===== config.mk =====
export PLATFORM = sky130hd
export DESIGN_NAME = rtsnoc_rx_buffer
export DESIGN_NICKNAME = d
export VERILOG_FILES = /design/src/rtl/rtsnoc_pkg.sv /design/src/rtl/rtsnoc_sync_fifo.sv /design/src/rtl/rtsnoc_rx_buffer.sv
export SDC_FILE = /design/constraint.sdc
export NUM_CORES = 1
export LEC_CHECK = 0
export ABC_CLOCK_PERIOD_IN_PS = 4400
export CAP_MARGIN = 10
export CORE_AREA = 4 4 131 133
export DETAILED_ROUTE_END_ITERATION = 7
export DIE_AREA = 0 0 135 137
export PLACE_DENSITY_LB_ADDON = 0.15
export SKIP_LAST_GASP = 1
export SYNTH_ARGS = -nofsm -noshare
export SYNTH_HDL_FRONTEND = slang
export SYNTH_HIERARCHICAL = 1
export SYNTH_SLANG_ARGS = --single-unit

===== constraint.sdc =====
create_clock -name clk_i -period 4.4 [get_ports clk_i]
set_input_delay 0.88 -clock clk_i [delete_from_list [all_inputs] [get_ports clk_i]]
set_output_delay 0.88 -clock clk_i [all_outputs]
set_load 0.01 [all_outputs]

===== src/rtl/rtsnoc_pkg.sv =====
// Shared RTSNoC definitions: packet field layout, bus sizing and local-port addresses.
package rtsnoc_pkg;

    localparam int unsigned LocalWidth = 3;

    // Local router port addresses
    localparam logic [2:0] LocalNn = 3'd0;
    localparam logic [2:0] LocalNe = 3'd1;
    localparam logic [2:0] LocalEe = 3'd2;
    localparam logic [2:0] LocalSe = 3'd3;
    localparam logic [2:0] LocalSs = 3'd4;
    localparam logic [2:0] LocalSw = 3'd5;
    localparam logic [2:0] LocalWw = 3'd6;
    localparam logic [2:0] LocalNw = 3'd7;

    typedef enum logic {StIdle, StPulse} rx_state_e;

    function automatic int unsigned bus_size(int unsigned data_w, int unsigned sx, int unsigned sy);
        return data_w + 2 * LocalWidth + 2 * sx + 2 * sy;
    endfunction

    // Layout, MSB to LSB: {X_orig, Y_orig, local_orig, X_dst, Y_dst, local_dst, data}
    function automatic int unsigned off_data();
        return 0;
    endfunction

    function automatic int unsigned off_local_dst(int unsigned data_w);
        return data_w;
    endfunction

    function automatic int unsigned off_y_dst(int unsigned data_w);
        return data_w + LocalWidth;
    endfunction

    function automatic int unsigned off_x_dst(int unsigned data_w, int unsigned sy);
        return data_w + LocalWidth + sy;
    endfunction

    function automatic int unsigned off_local_orig(int unsigned data_w, int unsigned sx,
                                                   int unsigned sy);
        return data_w + LocalWidth + sy + sx;
    endfunction

    function automatic int unsigned off_y_orig(int unsigned data_w, int unsigned sx,
                                               int unsigned sy);
        return data_w + 2 * LocalWidth + sy + sx;
    endfunction

    function automatic int unsigned off_x_orig(int unsigned data_w, int unsigned sx,
                                               int unsigned sy);
        return data_w + 2 * LocalWidth + 2 * sy + sx;
    endfunction

endpackage


===== src/rtl/rtsnoc_sync_fifo.sv =====
// Show-ahead synchronous FIFO; head entry is always presented on rdata_o.
module rtsnoc_sync_fifo #(
    parameter int unsigned WIDTH      = 32,
    parameter int unsigned DEPTH_LOG2 = 2
) (
    input  logic                  clk_i,
    input  logic                  rst_i,
    input  logic                  push_i,
    input  logic [WIDTH-1:0]      wdata_i,
    input  logic                  pop_i,
    output logic [WIDTH-1:0]      rdata_o,
    output logic                  full_o,
    output logic                  empty_o,
    output logic [DEPTH_LOG2:0]   level_o
);

    localparam int unsigned Depth = 1 << DEPTH_LOG2;
    localparam logic [DEPTH_LOG2:0] LevelFull = (DEPTH_LOG2 + 1)'(Depth);

    logic [WIDTH-1:0]      mem [Depth];
    logic [DEPTH_LOG2-1:0] wr_ptr_q, rd_ptr_q;
    logic [DEPTH_LOG2:0]   level_q, level_d;
    logic                  do_push, do_pop;

    assign full_o  = (level_q == LevelFull);
    assign empty_o = (level_q == '0);
    assign do_push = push_i && !full_o;
    assign do_pop  = pop_i && !empty_o;

    always_comb begin
        level_d = level_q;
        unique case ({do_push, do_pop})
            2'b10:   level_d = level_q + 1'b1;
            2'b01:   level_d = level_q - 1'b1;
            default: level_d = level_q;
        endcase
    end

    always_ff @(posedge clk_i or posedge rst_i) begin
        if (rst_i) begin
            wr_ptr_q <= '0;
            rd_ptr_q <= '0;
            level_q  <= '0;
        end else begin
            if (do_push) wr_ptr_q <= wr_ptr_q + 1'b1;
            if (do_pop)  rd_ptr_q <= rd_ptr_q + 1'b1;
            level_q <= level_d;
        end
    end

    // Storage is not reset; contents are only observable through a valid level.
    always_ff @(posedge clk_i) begin
        if (do_push) mem[wr_ptr_q] <= wdata_i;
    end

    assign rdata_o = mem[rd_ptr_q];
    assign level_o = level_q;

endmodule


===== src/rtl/rtsnoc_rx_buffer.sv =====
// Receive elastic buffer: drains the router local port, drops misrouted packets and
// re-presents accepted packets to the node with the router's dout/nd/rd handshake.
module rtsnoc_rx_buffer
    import rtsnoc_pkg::*;
#(
    parameter int unsigned NOC_DATA_WIDTH = 32,
    parameter int unsigned SOC_SIZE_X     = 1,
    parameter int unsigned SOC_SIZE_Y     = 1,
    parameter logic [2:0]  NOC_LOCAL_ADR  = 3'd0,
    parameter int unsigned NOC_X          = 0,
    parameter int unsigned NOC_Y          = 0,
    parameter int unsigned DEPTH_LOG2     = 2,
    localparam int unsigned BUS = bus_size(NOC_DATA_WIDTH, SOC_SIZE_X, SOC_SIZE_Y)
) (
    input  logic                  clk_i,
    input  logic                  rst_i,
    input  logic [BUS-1:0]        rtr_dout_i,
    input  logic                  rtr_nd_i,
    output logic                  rtr_rd_o,
    output logic [BUS-1:0]        node_dout_o,
    output logic                  node_nd_o,
    input  logic                  node_rd_i,
    output logic [DEPTH_LOG2:0]   level_o,
    output logic [7:0]            drop_cnt_o
);

    localparam int unsigned OffLocalDst = off_local_dst(NOC_DATA_WIDTH);
    localparam int unsigned OffYDst     = off_y_dst(NOC_DATA_WIDTH);
    localparam int unsigned OffXDst     = off_x_dst(NOC_DATA_WIDTH, SOC_SIZE_Y);
    localparam logic [SOC_SIZE_X-1:0] MyX = SOC_SIZE_X'(NOC_X);
    localparam logic [SOC_SIZE_Y-1:0] MyY = SOC_SIZE_Y'(NOC_Y);

    rx_state_e state_q, state_d;
    logic [7:0] drop_cnt_q;
    logic       dst_match, push, drop, fifo_full, fifo_empty;

    assign dst_match = (rtr_dout_i[OffXDst +: SOC_SIZE_X] == MyX)
                    && (rtr_dout_i[OffYDst +: SOC_SIZE_Y] == MyY)
                    && (rtr_dout_i[OffLocalDst +: LocalWidth] == NOC_LOCAL_ADR);

    // StPulse is the registered rd pulse and doubles as the one-cycle accept blackout.
    always_comb begin
        state_d = StIdle;
        push    = 1'b0;
        drop    = 1'b0;
        unique case (state_q)
            StIdle: begin
                if (rtr_nd_i) begin
                    if (!dst_match) begin
                        drop    = 1'b1;
                        state_d = StPulse;
                    end else if (!fifo_full) begin
                        push    = 1'b1;
                        state_d = StPulse;
                    end
                end
            end
            StPulse: state_d = StIdle;
            default: state_d = StIdle;
        endcase
    end

    always_ff @(posedge clk_i or posedge rst_i) begin
        if (rst_i) begin
            state_q    <= StIdle;
            drop_cnt_q <= 8'd0;
        end else begin
            state_q <= state_d;
            if (drop && (drop_cnt_q != 8'hFF)) drop_cnt_q <= drop_cnt_q + 8'd1;
        end
    end

    rtsnoc_sync_fifo #(
        .WIDTH      (BUS),
        .DEPTH_LOG2 (DEPTH_LOG2)
    ) u_fifo (
        .clk_i   (clk_i),
        .rst_i   (rst_i),
        .push_i  (push),
        .wdata_i (rtr_dout_i),
        .pop_i   (node_rd_i),
        .rdata_o (node_dout_o),
        .full_o  (fifo_full),
        .empty_o (fifo_empty),
        .level_o (level_o)
    );

    assign rtr_rd_o   = (state_q == StPulse);
    assign node_nd_o  = !fifo_empty;
    assign drop_cnt_o = drop_cnt_q;

endmodule

**Run 1: routed metal, one color a layer**

The bar under the picture is 50 µm long.
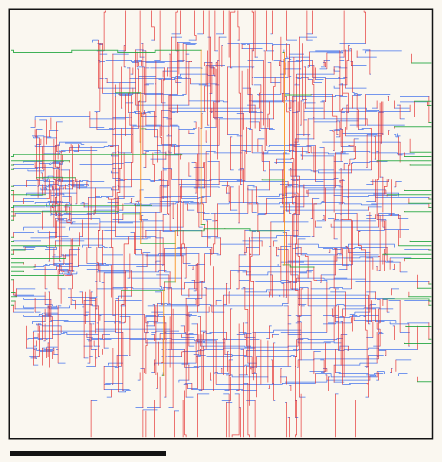
[blue] M1 | wire length: 5110 µm
[red] M2 | wire length: 6370 µm
[orange] M4 | wire length: 216 µm
[green] M3 | wire length: 632 µm

**Run 1: drive-strength map**

The bar under the picture is 50 µm long.
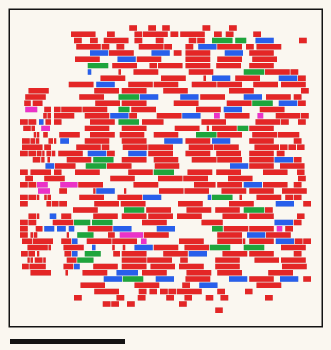
[red] x1 and smaller | cells: 346
[magenta] x3 and x4 | cells: 10
[blue] x2 | cells: 52
[green] x6 and larger | cells: 25
final instance area: 8840 µm²
area grow syn2layout: 25.6%
worst-case setup margin in the final layout: 0.879 ns
number of non-clock buffers: 108

**Run 1: the metal 3 layer**

The bar under the picture is 50 µm long.
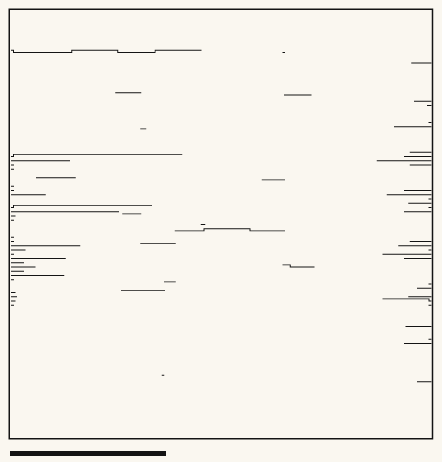
longest straight run: 53.8 µm
wire length on this layer: 632 µm
main direction: horizontal
nets with wire on the layer: 58
final WL: 12.3 mm
vias after detailed routing: 3298
global-route met3 utilization: 0.0471

==> flow_summary.json, run 1 <==
{
  "largest_stage_delay_worst_path_ns": 0.82,
  "cell_internal_pwr_mw": 3.62,
  "cts_hold_buf": 0,
  "min_period_ns": 3.52,
  "timing.final.crit_share": 0.800,
  "design.core.area_um2": 15800,
  "total_routing_usage_gr": 0.144,
  "vias_per_cell": 5.08,
  "num_antenna_cells": 0,
  "synth.area.top_cells": "sky130_fd_sc_hd__edfxtp_1 (72%), sky130_fd_sc_hd__mux4_2 (12%), sky130_fd_sc_hd__dfrtp_1 (5.7%), sky130_fd_sc_hd__mux4_1 (1.5%), sky130_fd_sc_hd__buf_12 (1.1%)",
  "largestPowerGroup": "registers",
  "pwr_density_cell_nw_per_um2": 553,
  "ys_seq_share": 0.773,
  "grt_max_degree": 43,
  "dr.first_iter.drc_count": 208,
  "post_route_cells_drive_above_1_share": 0.201,
  "grt_pass1_wl_mm": 19.5,
  "tritoncts.num_buffers": 17,
  "asr_flop_ratio_synth": 0.0870,
  "maxSlewHeadroom": 0.509,
  "power.switching_mw": 1.26,
  "via_count_of_the_first_global_routing_pass": 3626,
  "grt.met2_usage": 0.235,
  "detailedPlacementHpwl_mm": 7.54,
  "yosys_warnings": 6,
  "clock_skew_ns": 0.00550,
  "hold_ws_ns": 0.537,
  "combinationalPowerShare": 0.277,
  "ant_nets": 0,
  "pwr.group.sequential_mw": 2.19,
  "crit_path_max_fanout": 30,
  "synth.top_cells.by_count": "sky130_fd_sc_hd__edfxtp_1 (168), sky130_fd_sc_hd__mux4_2 (38), sky130_fd_sc_hd__dfrtp_1 (16), sky130_fd_sc_hd__inv_1 (11)",
  "floorplanUtilization": 0.445,
  "dr.max_layer_used": "met4",
  "critPathTopFamily": "buffers and inverters",
  "synthMostInstantiatedCell": "sky130_fd_sc_hd__edfxtp_1",
  "die_h_um": 137,
  "yosys_cells": 303,
  "timing.critical_path.buf_inv": 2,
  "power_clock_mw": 1.34,
  "finish.net_count": 473,
  "gr-max-usage-layer": "met2",
  "io_pins": 101,
  "post_cts_resize_count": 0,
  "worstSkewPairLatency_ns": 0.42,
  "p_leak_nw": 2.93,
  "die_x_um": 135,
  "hold_viol": 0,
  "ff_type": "sky130_fd_sc_hd__edfxtp_1",
  "post_synth_inst_count": 303,
  "power_combinational_mw": 1.35,
  "mappedNetlistArea_um2": 7040,
  "power.switching_fraction": 0.259,
  "globalRoute.totalOverflow": 0,
  "max_freq_mhz": 284,
  "max_slew.worst_pin.slew_ns": 0.736,
  "run_status": "completed",
  "clock_tree.htree_level_count": 4,
  "setup_viol": 0,
  "yosys.area.top_type_share": 0.716,
  "openroad.warnings": 29,
  "pins_over_slew_limit": 0,
  "netlist-cell-type-count": 33,
  "met3WireLength_um": 631,
  "floorplan.nets": 356,
  "end_kind": "output port",
  "power.clock.fraction": 0.275,
  "avgSynthCellArea_um2": 23.2,
  "drt_pass1_iterations": 4,
  "die_area_um2": 18500,
  "cts.sinks": 184,
  "met1Wirelength_mm": 5.11,
  "port_buffers": 100
}
-- run 1: logic make-up (layout without fill, tap and decap cells) --
group / Yosys count / count (layout) / synth area share
DFF: 184 / 184 / 0.773
muxes: 47 / 47 / 0.145
and+or+nand+nor: 27 / 27 / 0.0270
buffers and inverters: 21 / 151 / 0.0224
xor gates and xnor gates: 9 / 9 / 0.0112
AOI/OAI and AO/OA: 8 / 8 / 0.00817
adders and majority gates: 7 / 7 / 0.0135
-- run 1: sequential cells by signal (all words and copies together), names as in the netlist --
| signal | count |
|---|---|
| u_fifo/mem | 168 |
| drop_cnt_o | 8 |
| u_fifo/level_o | 3 |
| u_fifo/rd_ptr_q | 2 |
| u_fifo/wr_ptr_q | 2 |
| rtr_rd_o | 1 |
-- run 1: final cells by class --
class	instances	area, µm²	share of cell area
multi-input cells	98	1450	0.164
well taps	216	270	0.0306
clock buffers	28	507	0.0573
inverters	11	41.3	0.00467
clock inverters	4	18.8	0.00212
repair buffers	108	1110	0.126
flip-flops and latches	184	5450	0.616
-- run 1: metrics by stage --
step / power (mW) / setup slack, ns / instances / cell area, µm²
2_1_floorplan: 2.98 / 1.23 / 303 / 7040
3_3_place_gp: 3.61 / 1.04 / 617 / 8320
3_5_place_dp: 3.62 / 0.949 / 617 / 8320
4_1_cts: 4.97 / 0.795 / 649 / 8840
5_1_grt: 5.15 / 0.697 / 649 / 8840
6_report: 4.89 / 0.879 / 649 / 8840
-- run 1: final timing paths --
kind / startpoint / endpoint / slack, ns / cells after the start
worst max-delay path: u_fifo/rd_ptr_q[0] / node_dout_o[0] / 0.88 / 3
worst min-delay path: drop_cnt_o[6] / drop_cnt_o[6] / 0.54 / 1
worst max register to register: u_fifo/level_o[2] / u_fifo/level_o[2] / 2.18 / 10
worst min register to register: drop_cnt_o[6] / drop_cnt_o[6] / 0.54 / 1
max in group asynchronous: rst_i / drop_cnt_o[1] / 3.38 / 2
min in group asynchronous: rst_i / u_fifo/wr_ptr_q[1] / 0.74 / 2
-- run 1: cell usage in the layout, fill, tap and decap left out, types with 3 or more instances in the layout --
cell,instances
sky130_fd_sc_hd__buf_12,4
sky130_fd_sc_hd__nand2_1,4
sky130_fd_sc_hd__edfxtp_1,168
sky130_fd_sc_hd__a31oi_1,3
sky130_fd_sc_hd__a21oi_1,3
sky130_fd_sc_hd__xnor2_1,3
sky130_fd_sc_hd__clkbuf_1,7
sky130_fd_sc_hd__dfrtp_1,14
sky130_fd_sc_hd__clkbuf_16,17
sky130_fd_sc_hd__nand4_1,3
sky130_fd_sc_hd__clkbuf_8,4
sky130_fd_sc_hd__inv_1,11
sky130_fd_sc_hd__clkinv_2,3
sky130_fd_sc_hd__clkdlybuf4s50_1,100
sky130_fd_sc_hd__nand3_1,3
sky130_fd_sc_hd__mux4_2,38
sky130_fd_sc_hd__buf_4,4
sky130_fd_sc_hd__mux2_2,3
sky130_fd_sc_hd__mux4_1,4
sky130_fd_sc_hd__xor2_1,6
sky130_fd_sc_hd__and2_2,4
sky130_fd_sc_hd__ha_1,6
**Run 1: cell placement**

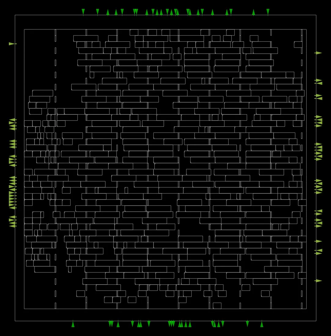

==> run 2, diff against run 1 <==
--- a/config.mk
+++ b/config.mk
@@ -5,7 +5,7 @@
 export SDC_FILE = /design/constraint.sdc
 export NUM_CORES = 1
 export LEC_CHECK = 0
-export ABC_CLOCK_PERIOD_IN_PS = 4400
+export ABC_CLOCK_PERIOD_IN_PS = 3400
 export CAP_MARGIN = 10
 export CORE_AREA = 4 4 131 133
 export DETAILED_ROUTE_END_ITERATION = 7
==> constraint.sdc (replaced) <==
create_clock -name clk_i -period 3.4 [get_ports clk_i]
set_input_delay 0.68 -clock clk_i [delete_from_list [all_inputs] [get_ports clk_i]]
set_output_delay 0.68 -clock clk_i [all_outputs]
set_load 0.01 [all_outputs]
**Run 2: cell placement**

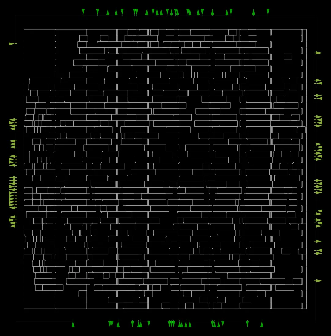
standard cell core area: 15800 µm²
Rows: 46
final-layout fill cell count: 1200

==> flow_summary.json, run 2 <==
{
  "critPathTopFamily": "buffers and inverters",
  "mappedNetlistArea_um2": 7040,
  "final_layout_top_logic_cell": "sky130_fd_sc_hd__edfxtp_1",
  "globalRoute.totalOverflow": 0,
  "port_buffers": 100,
  "dr_total_vias": 3237,
  "max_freq_mhz": 330,
  "areaGrowthSynthToFinish_pct": 26.2,
  "hold_ws_ns": 0.524,
  "synth.top_cells.by_count": "sky130_fd_sc_hd__edfxtp_1 (168), sky130_fd_sc_hd__mux4_2 (38), sky130_fd_sc_hd__dfrtp_1 (16), sky130_fd_sc_hd__inv_1 (11)",
  "synthMostInstantiatedCell": "sky130_fd_sc_hd__edfxtp_1",
  "postRouteWirelength_mm": 12.5,
  "die_area_um2": 18500,
  "via_count_of_the_first_global_routing_pass": 3562,
  "layout_top_cells": "sky130_fd_sc_hd__edfxtp_1 (168), sky130_fd_sc_hd__clkdlybuf4s50_1 (100), sky130_fd_sc_hd__mux4_2 (38), sky130_fd_sc_hd__clkbuf_16 (17), sky130_fd_sc_hd__dfrtp_1 (14)",
  "clock_skew_ns": 0.00779,
  "clock_tree.htree_level_count": 4,
  "cts_hold_buf": 0,
  "pwr_density_cell_nw_per_um2": 710,
  "die_x_um": 135,
  "ant_nets": 0,
  "avgSynthCellArea_um2": 23.2,
  "hold_viol": 0,
  "timing.final.crit_share": 0.890,
  "yosys.area.top_type_share": 0.716,
  "placed_cell_area_um2": 8390,
  "tritoncts.num_buffers": 17,
  "num_antenna_cells": 0,
  "yosys_warnings": 6,
  "maxSlewHeadroom": 0.690,
  "crit_path_max_fanout": 22,
  "end_kind": "output port",
  "yosys_cells": 303,
  "floorplan.nets": 356,
  "largest_stage_delay_worst_path_ns": 0.56,
  "max_slew.worst_pin.slew_ns": 0.464,
  "synth.area.top_cells": "sky130_fd_sc_hd__edfxtp_1 (72%), sky130_fd_sc_hd__mux4_2 (12%), sky130_fd_sc_hd__dfrtp_1 (5.7%), sky130_fd_sc_hd__mux4_1 (1.5%), sky130_fd_sc_hd__buf_12 (1.1%)",
  "io_pins": 101,
  "cts.sinks": 184,
  "worst_slack_ns": 0.374,
  "post_cts_resize_count": 0,
  "largest_reg_flops": 168,
  "total_routing_usage_gr": 0.144,
  "asr_flop_ratio_synth": 0.0870,
  "pins_over_slew_limit": 0,
  "regMostFlops": "u_fifo/mem",
  "post_route_cells_drive_above_1_share": 0.205,
  "detailedPlacementHpwl_mm": 8.21,
  "post_synth_inst_count": 303,
  "ys_seq_share": 0.773,
  "vias_per_cell": 4.98,
  "run_status": "completed",
  "die_h_um": 137,
  "p_leak_nw": 2.95,
  "netlist-cell-type-count": 33,
  "timing.critical_path.buf_inv": 2,
  "min_period_ns": 3.03,
  "grt_max_degree": 34,
  "ff_type": "sky130_fd_sc_hd__edfxtp_1"
}
==> run 2: netlist changes by cell type in the layout (fill, tap and decap cells not counted) <==
| cell | delta |
|---|---|
| sky130_fd_sc_hd__bufinv_16 | +1 |
| sky130_fd_sc_hd__clkbuf_8 | -4 |
| sky130_fd_sc_hd__buf_12 | +3 |
| sky130_fd_sc_hd__clkbuf_1 | -4 |
| sky130_fd_sc_hd__clkinv_1 | +3 |
| sky130_fd_sc_hd__buf_4 | +2 |
==> run 2: layer usage <==
metal | GRT usage | vias to the layer above | wire length, µm
li1 | - | 1486 | -
met1 | 0.176 | 1665 | 5310
met2 | 0.243 | 77 | 6440
met3 | 0.0467 | 9 | 629
met4 | 0.0521 | 0 | 121
met5 | 0 | - | 0
==> run 2: kinds of logic after synthesis <==
kind of cell / count (synthesis) / synth area share
XOR/XNOR: 9 / 0.0112
multiplexers: 47 / 0.145
flip-flops: 184 / 0.773
adder cells (fa/ha/maj): 7 / 0.0135
AND/OR/NAND/NOR: 27 / 0.0270
AND-OR/OR-AND: 8 / 0.00817
buffers and inverters: 21 / 0.0224
==> run 2: final cells by class <==
cell class / count / area [µm²]
clock buffer: 20 / 437
fill: 1200 / 6940
multi-input combinational: 98 / 1450
clock inverter: 8 / 60.1
inverter: 11 / 41.3
timing repair buffer: 113 / 1190
tap: 216 / 270
sequential: 184 / 5450
==> run 2: per-stage QoR <==
step / cells / power (mW)
CTS: 650 / 6.42
global placement: 622 / 4.71
detailed placement: 622 / 4.72
floorplan: 303 / 3.86
finish: 650 / 6.31
global route: 650 / 6.64
==> run 2: path summary, 6_finish.rpt <==
path | from | end | slack (ns) | depth (start not counted)
hold / removal | rst_i | u_fifo/level_o[1] | 0.52 | 2
setup reg to reg | u_fifo/level_o[0] | u_fifo/level_o[2] | 1.25 | 10
max in group asynchronous | rst_i | drop_cnt_o[0] | 2.59 | 2
hold reg to reg | drop_cnt_o[6] | drop_cnt_o[6] | 0.55 | 1
min in group clk_i | drop_cnt_o[6] | drop_cnt_o[6] | 0.55 | 1
setup / recovery | u_fifo/rd_ptr_q[0] | node_dout_o[32] | 0.37 | 3
==> run 2: report_power, final <==
part,total [mW],internal (mW),switching [mW]
registers,2.67,2.56,0.108
clock network,1.69,0.975,0.713
logic,1.95,1.14,0.811
total,6.31,4.68,1.63
**Run 2: drive-strength map**

The bar under the picture is 50 µm long.
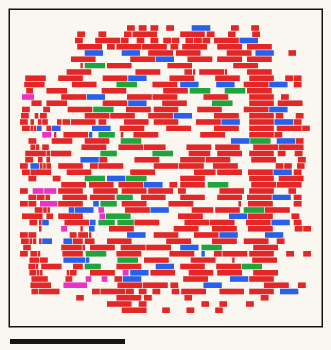

==> run 3, diff against run 2 <==
==> constraint.sdc (replaced) <==
create_clock -name clk_i -period 3.4 [get_ports clk_i]
set_input_delay 0.85 -clock clk_i [delete_from_list [all_inputs] [get_ports clk_i]]
set_output_delay 0.85 -clock clk_i [all_outputs]
set_load 0.01 [all_outputs]
**Run 3: drive-strength map**

The bar under the picture is 50 µm long.
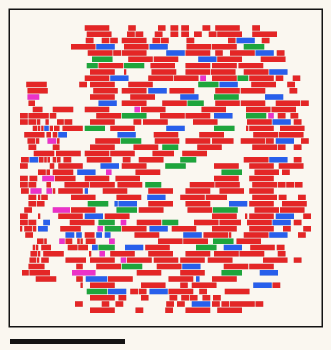
[blue] x2 | cells: 52
[red] x1 and smaller | cells: 343
[magenta] x3 and x4 | cells: 17
[green] x6 and larger | cells: 30
number of non-clock buffers: 117
worst-case setup margin in the final layout: 0.150 ns
area grow syn2layout: 28.2%

==> flow_summary.json, run 3 <==
{
  "largest_stage_delay_worst_path_ns": 0.66,
  "mappedNetlistArea_um2": 7040,
  "run_status": "completed",
  "grt_pass1_wl_mm": 20.0,
  "grt_max_degree": 36,
  "openroad.warnings": 29,
  "tritoncts.num_buffers": 17,
  "total_routing_usage_gr": 0.146,
  "drt_pass1_iterations": 6,
  "yosys_cells": 303,
  "ff_type": "sky130_fd_sc_hd__edfxtp_1",
  "crit_path_max_fanout": 17,
  "synth.top_cells.by_count": "sky130_fd_sc_hd__edfxtp_1 (168), sky130_fd_sc_hd__mux4_2 (38), sky130_fd_sc_hd__dfrtp_1 (16), sky130_fd_sc_hd__inv_1 (11)",
  "worst_hold_path.num_cells": 1,
  "layout_top_cells": "sky130_fd_sc_hd__edfxtp_1 (168), sky130_fd_sc_hd__clkdlybuf4s50_1 (100), sky130_fd_sc_hd__mux4_2 (38), sky130_fd_sc_hd__clkbuf_16 (17), sky130_fd_sc_hd__dfrtp_1 (14)",
  "ys_seq_share": 0.773,
  "cts_hold_buf": 0,
  "rr_worst_depth": 10,
  "critical_path_cell_count": 3,
  "floorplanUtilization": 0.445,
  "row_count": 46,
  "dr_total_vias": 3311,
  "pins_over_slew_limit": 0,
  "pwr_density_cell_nw_per_um2": 731,
  "die_area_um2": 18500,
  "globalRoute.totalOverflow": 0,
  "synthMostInstantiatedCell": "sky130_fd_sc_hd__edfxtp_1",
  "ant_nets": 0,
  "setup_viol": 0,
  "worstSkewPairLatency_ns": 0.42,
  "synth.area.top_cells": "sky130_fd_sc_hd__edfxtp_1 (72%), sky130_fd_sc_hd__mux4_2 (12%), sky130_fd_sc_hd__dfrtp_1 (5.7%), sky130_fd_sc_hd__mux4_1 (1.5%), sky130_fd_sc_hd__buf_12 (1.1%)",
  "finalNonFillerCells": 658,
  "cts.sinks": 184,
  "numPlacedInstances": 626,
  "min_period_ns": 3.25,
  "final_layout_top_logic_cell": "sky130_fd_sc_hd__edfxtp_1",
  "max_slew.worst_pin.slew_ns": 0.405,
  "placed_cell_area_um2": 8440,
  "ff2ff_setup_slack_ns": 1.23,
  "post_synth_inst_count": 303,
  "yosys.area.top_type_share": 0.716,
  "post_route_cells_drive_above_1_share": 0.224,
  "design.core.area_um2": 15800,
  "hold_viol": 0,
  "die_h_um": 137,
  "timing.critical_path.buf_inv": 2,
  "place_worst_setup_slack_ns": 0.169,
  "asr_flop_ratio_synth": 0.0870,
  "via_count_of_the_first_global_routing_pass": 3644,
  "final_design_area_no_fill_um2": 9030,
  "max_freq_mhz": 308,
  "floorplan.nets": 356,
  "dr.first_iter.drc_count": 144,
  "die_x_um": 135,
  "detailedPlacementHpwl_mm": 8.39,
  "num_antenna_cells": 0,
  "postRouteWirelength_mm": 12.6,
  "regMostFlops": "u_fifo/mem",
  "timing.final.crit_share": 0.956,
  "finish.net_count": 482,
  "clock_skew_ns": 0.00653
}
## run 3: worst paths after layout
path / startpoint / to
setup / recovery: u_fifo/rd_ptr_q[0] / node_dout_o[2]
hold / removal: drop_cnt_o[6] / drop_cnt_o[6]
setup reg to reg: u_fifo/level_o[0] / u_fifo/level_o[2]
hold reg to reg: drop_cnt_o[6] / drop_cnt_o[6]
max in group asynchronous: rst_i / drop_cnt_o[0]
min in group asynchronous: rst_i / u_fifo/level_o[1]
## run 3: logic make-up (layout without fill, tap and decap cells)
kind of cell,Yosys count,after routing,share of synthesized area
AND/OR/NAND/NOR,27,27,0.0270
adder cells (fa/ha/maj),7,7,0.0135
multiplexers,47,47,0.145
buffers and inverters,21,160,0.0224
AND-OR/OR-AND,8,8,0.00817
flip-flops,184,184,0.773
XOR/XNOR,9,9,0.0112
## run 3: area by class of cell
class                           count  area, µm²
Clock buffer                       23        468
Clock inverter                      9        124
Fill cell                        1146       6800
Inverter                           11       41.3
Multi-Input combinational cell     98       1450
Sequential cell                   184       5450
Tap cell                          216        270
Timing Repair Buffer              117       1230
## run 3: report_power, final
part / internal (mW) / total [mW] / switching (mW)
Sequential: 2.56 / 2.77 / 0.203
Clock: 1.19 / 1.94 / 0.751
Combinational: 1.17 / 1.90 / 0.721
## run 3: routing by layer
layer | part of all wire | vias up | GRT usage
met4 | 0.015 | 0 | 0.0588
met2 | 0.50 | 87 | 0.240
li1 | - | 1500 | -
met1 | 0.42 | 1709 | 0.181
met3 | 0.058 | 15 | 0.0489
met5 | 0 | - | 0
## run 3: metrics by stage
step / utilization / total power, mW / hold slack (ns)
2_1_floorplan: - / 3.86 / 0.534
5_1_grt: 0.570 / 6.94 / 0.571
3_3_place_gp: 0.533 / 4.75 / 0.523
4_1_cts: 0.570 / 6.71 / 0.535
3_5_place_dp: 0.533 / 4.76 / 0.526
6_report: 0.570 / 6.60 / 0.549
Power and IR drop assume default switching activity.
